===== config.mk =====
export PLATFORM = sky130hd
export DESIGN_NAME = bf_acc_norm_ctrl
export DESIGN_NICKNAME = d
export VERILOG_FILES = /design/src/rtl/bf_acc_norm_ctrl.sv
export SDC_FILE = /design/constraint.sdc
export NUM_CORES = 1
export LEC_CHECK = 0
export CAP_MARGIN = 20
export CORE_AREA = 3 3 126 128
export CTS_BUF_LIST = sky130_fd_sc_hd__clkbuf_8
export DETAILED_ROUTE_END_ITERATION = 12
export DIE_AREA = 0 0 129 131
export PLACE_DENSITY = 0.78
export REMOVE_ABC_BUFFERS = 1
export SLEW_MARGIN = 20
export SYNTH_ARGS = -nofsm -noshare
export SYNTH_HDL_FRONTEND = slang
export SYNTH_SLANG_ARGS = --single-unit

===== constraint.sdc =====
create_clock -name clk -period 3.8 [get_ports clk]
set_input_delay 0.76 -clock clk [delete_from_list [all_inputs] [get_ports clk]]
set_output_delay 0.76 -clock clk [all_outputs]
set_load 0.02 [all_outputs]

===== src/rtl/bf_acc_norm_ctrl.sv =====
// Bilateral-filter window sequencer: registers the two external summers over N_PASS beats,
// then normalises weighted-intensity / weight with a restoring divider, one quotient bit per cycle.
module bf_acc_norm_ctrl #(
  parameter int N_PASS = 4,
  parameter int W_W    = 20,
  parameter int W_WI   = 28,
  parameter int W_PIX  = 8,
  localparam int PW    = (N_PASS > 1) ? $clog2(N_PASS) : 1
) (
  input  logic             clk,
  input  logic             reset,
  input  logic             in_valid,
  output logic             in_ready,
  input  logic [W_W-1:0]   sum_w_in,
  input  logic [W_WI-1:0]  sum_wi_in,
  output logic [W_W-1:0]   reg_w,
  output logic [W_WI-1:0]  reg_wi,
  output logic             en_sum,
  output logic [PW-1:0]    pass_idx,
  output logic             out_valid,
  input  logic             out_ready,
  output logic [W_PIX-1:0] out_pix
);

  localparam int CW = (W_PIX > 1) ? $clog2(W_PIX) : 1;
  localparam int WC = W_WI + W_PIX;

  typedef enum logic [1:0] {ACC, DIV, OUT} state_t;

  state_t           state;
  logic [W_WI-1:0]  rem;
  logic [W_W-1:0]   divisor;
  logic [W_PIX-1:0] q;
  logic [CW-1:0]    cnt;
  logic             zero_div;
  logic             sat;

  logic [WC-1:0]    sh_div;
  logic             take;
  logic [W_WI-1:0]  rem_nxt;
  logic [W_PIX-1:0] q_nxt;
  logic             entry_zero;
  logic             entry_sat;

  // NOTE: every signal driven here gets a value on every path first; a missing default infers a latch.
  always_comb begin
    in_ready   = (state == ACC);
    en_sum     = in_valid & in_ready;
    // Compare in WC bits so divisor << cnt can never overflow.
    sh_div     = WC'(divisor) << cnt;
    take       = WC'(rem) >= sh_div;
    rem_nxt    = take ? W_WI'(WC'(rem) - sh_div) : rem;
    q_nxt      = take ? (q | (W_PIX'(1) << cnt)) : q;
    entry_zero = (sum_w_in == '0);
    entry_sat  = WC'(sum_wi_in) >= (WC'(sum_w_in) << W_PIX);
  end

  // NOTE: state is updated with non-blocking assignments so every register samples pre-edge values.
  always_ff @(posedge clk) begin
    if (reset) begin
      state     <= ACC;
      reg_w     <= '0;
      reg_wi    <= '0;
      pass_idx  <= '0;
      out_valid <= 1'b0;
      out_pix   <= '0;
      rem       <= '0;
      divisor   <= '0;
      q         <= '0;
      cnt       <= '0;
      zero_div  <= 1'b0;
      sat       <= 1'b0;
    end else begin
      case (state)
        ACC: begin
          if (en_sum) begin
            reg_w  <= sum_w_in;
            reg_wi <= sum_wi_in;
            if (pass_idx == PW'(N_PASS - 1)) begin
              pass_idx <= '0;
              state    <= DIV;
              rem      <= sum_wi_in;
              divisor  <= sum_w_in;
              q        <= '0;
              cnt      <= CW'(W_PIX - 1);
              zero_div <= entry_zero;
              sat      <= entry_sat;
            end else begin
              pass_idx <= pass_idx + 1'b1;
            end
          end
        end
        DIV: begin
          rem <= rem_nxt;
          q   <= q_nxt;
          if (cnt == '0) begin
            state     <= OUT;
            out_valid <= 1'b1;
            // Overrides were resolved at entry; the bit loop still runs so latency is fixed.
            if (zero_div)  out_pix <= '0;
            else if (sat)  out_pix <= '1;
            else           out_pix <= q_nxt;
          end else begin
            cnt <= cnt - 1'b1;
          end
        end
        OUT: begin
          if (out_ready) begin
            out_valid <= 1'b0;
            reg_w     <= '0;
            reg_wi    <= '0;
            state     <= ACC;
          end
        end
        default: state <= ACC;
      endcase
    end
  end

endmodule


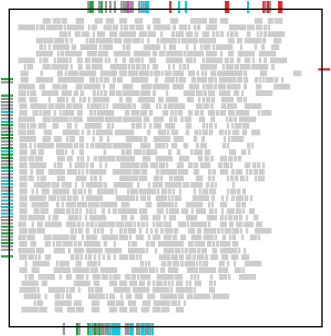
*I/O pins on the die edge*
Pins as bars across the die edge, other pins in gray.
Key: red = out_pix [pins 8, direction output, edge 7 top, 1 right]; cyan = sum_wi_in [pins 28, direction input, edge 12 bottom, 10 left, 6 top]; magenta = out_ready [pins 1, direction input, edge top]; green = reg_w [pins 20, direction output, edge 13 left, 4 bottom, 3 top]
count of input and output buffers: 112
die outline width: 129 um
vertical die dimension: 131 um

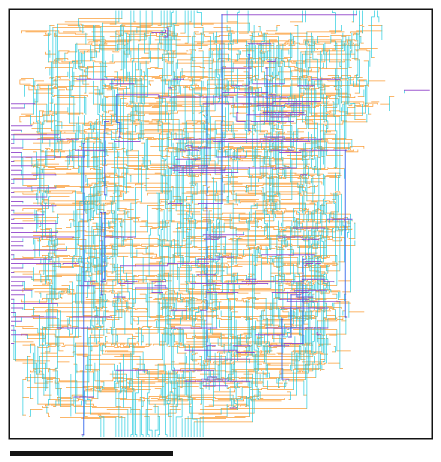
*Wiring by layer*
Scale bar: 50 um.
Key: cyan = met2 [wire length 9560 um]; orange = met1 [wire length 10200 um]; purple = met3 [wire length 1410 um]; blue = met4 [wire length 457 um]
detailed-route wire length per cell: 17.8 um
total wire length after detailed routing: 21.6 mm
vias: 7287
global routing usage summed across all routing layers: 25.7%

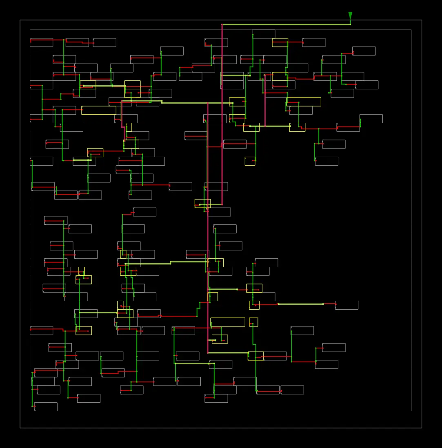
*The clock network*
clk pwr: 1240 uW
final setup skew: 13.2 ps
clock latency on the worst-skew pair: 450 ps
Clock Buffer Count: 20

==> flow_results.xml <==
<?xml version="1.0" encoding="UTF-8"?>
<metrics>
  <group name="run_status">
    <metric name="run_status" unit="">completed</metric>
  </group>
  <group name="logic_synthesis">
    <metric name="synthMuxAreaShare" unit="%">6.80</metric>
    <metric name="netlist-cell-type-count" unit="">70</metric>
    <metric name="ys.flops" unit="">122</metric>
    <metric name="synth.avg_cell_area" unit="um^2">8.09</metric>
  </group>
  <group name="grt">
    <metric name="globalRouteMet3Util" unit="%">5.12</metric>
    <metric name="maximum_number_of_pins_on_one_net_before_global_route_repair" unit="">69</metric>
    <metric name="grt.met2_usage" unit="%">38.6</metric>
    <metric name="grt_overflow" unit="">0</metric>
    <metric name="grt-busiest-layer" unit="">met2</metric>
  </group>
  <group name="cts">
    <metric name="post_cts.repair.setup_buffers" unit="">0</metric>
  </group>
  <group name="final_layout">
    <metric name="ff_latch_area" unit="um^2">2440</metric>
    <metric name="reg_top3" unit="">reg_wi (28), rem (28)</metric>
    <metric name="layoutNonFillerInstCount" unit="">1217</metric>
    <metric name="clock_area_share" unit="%">4.56</metric>
  </group>
  <group name="worst_hold_path">
    <metric name="worstHoldStart" unit="">out_pix[0]</metric>
  </group>
  <group name="drt">
    <metric name="met1_length" unit="mm">10.2</metric>
    <metric name="dr.pass1.iters" unit="">6</metric>
  </group>
  <group name="critical_path">
    <metric name="critical-path-max-stage-delay" unit="ps">460</metric>
  </group>
  <group name="power_and_ir_drop">
    <metric name="totalPowerFinal" unit="uW">3260</metric>
  </group>
</metrics>
Power and IR drop assume default switching activity.
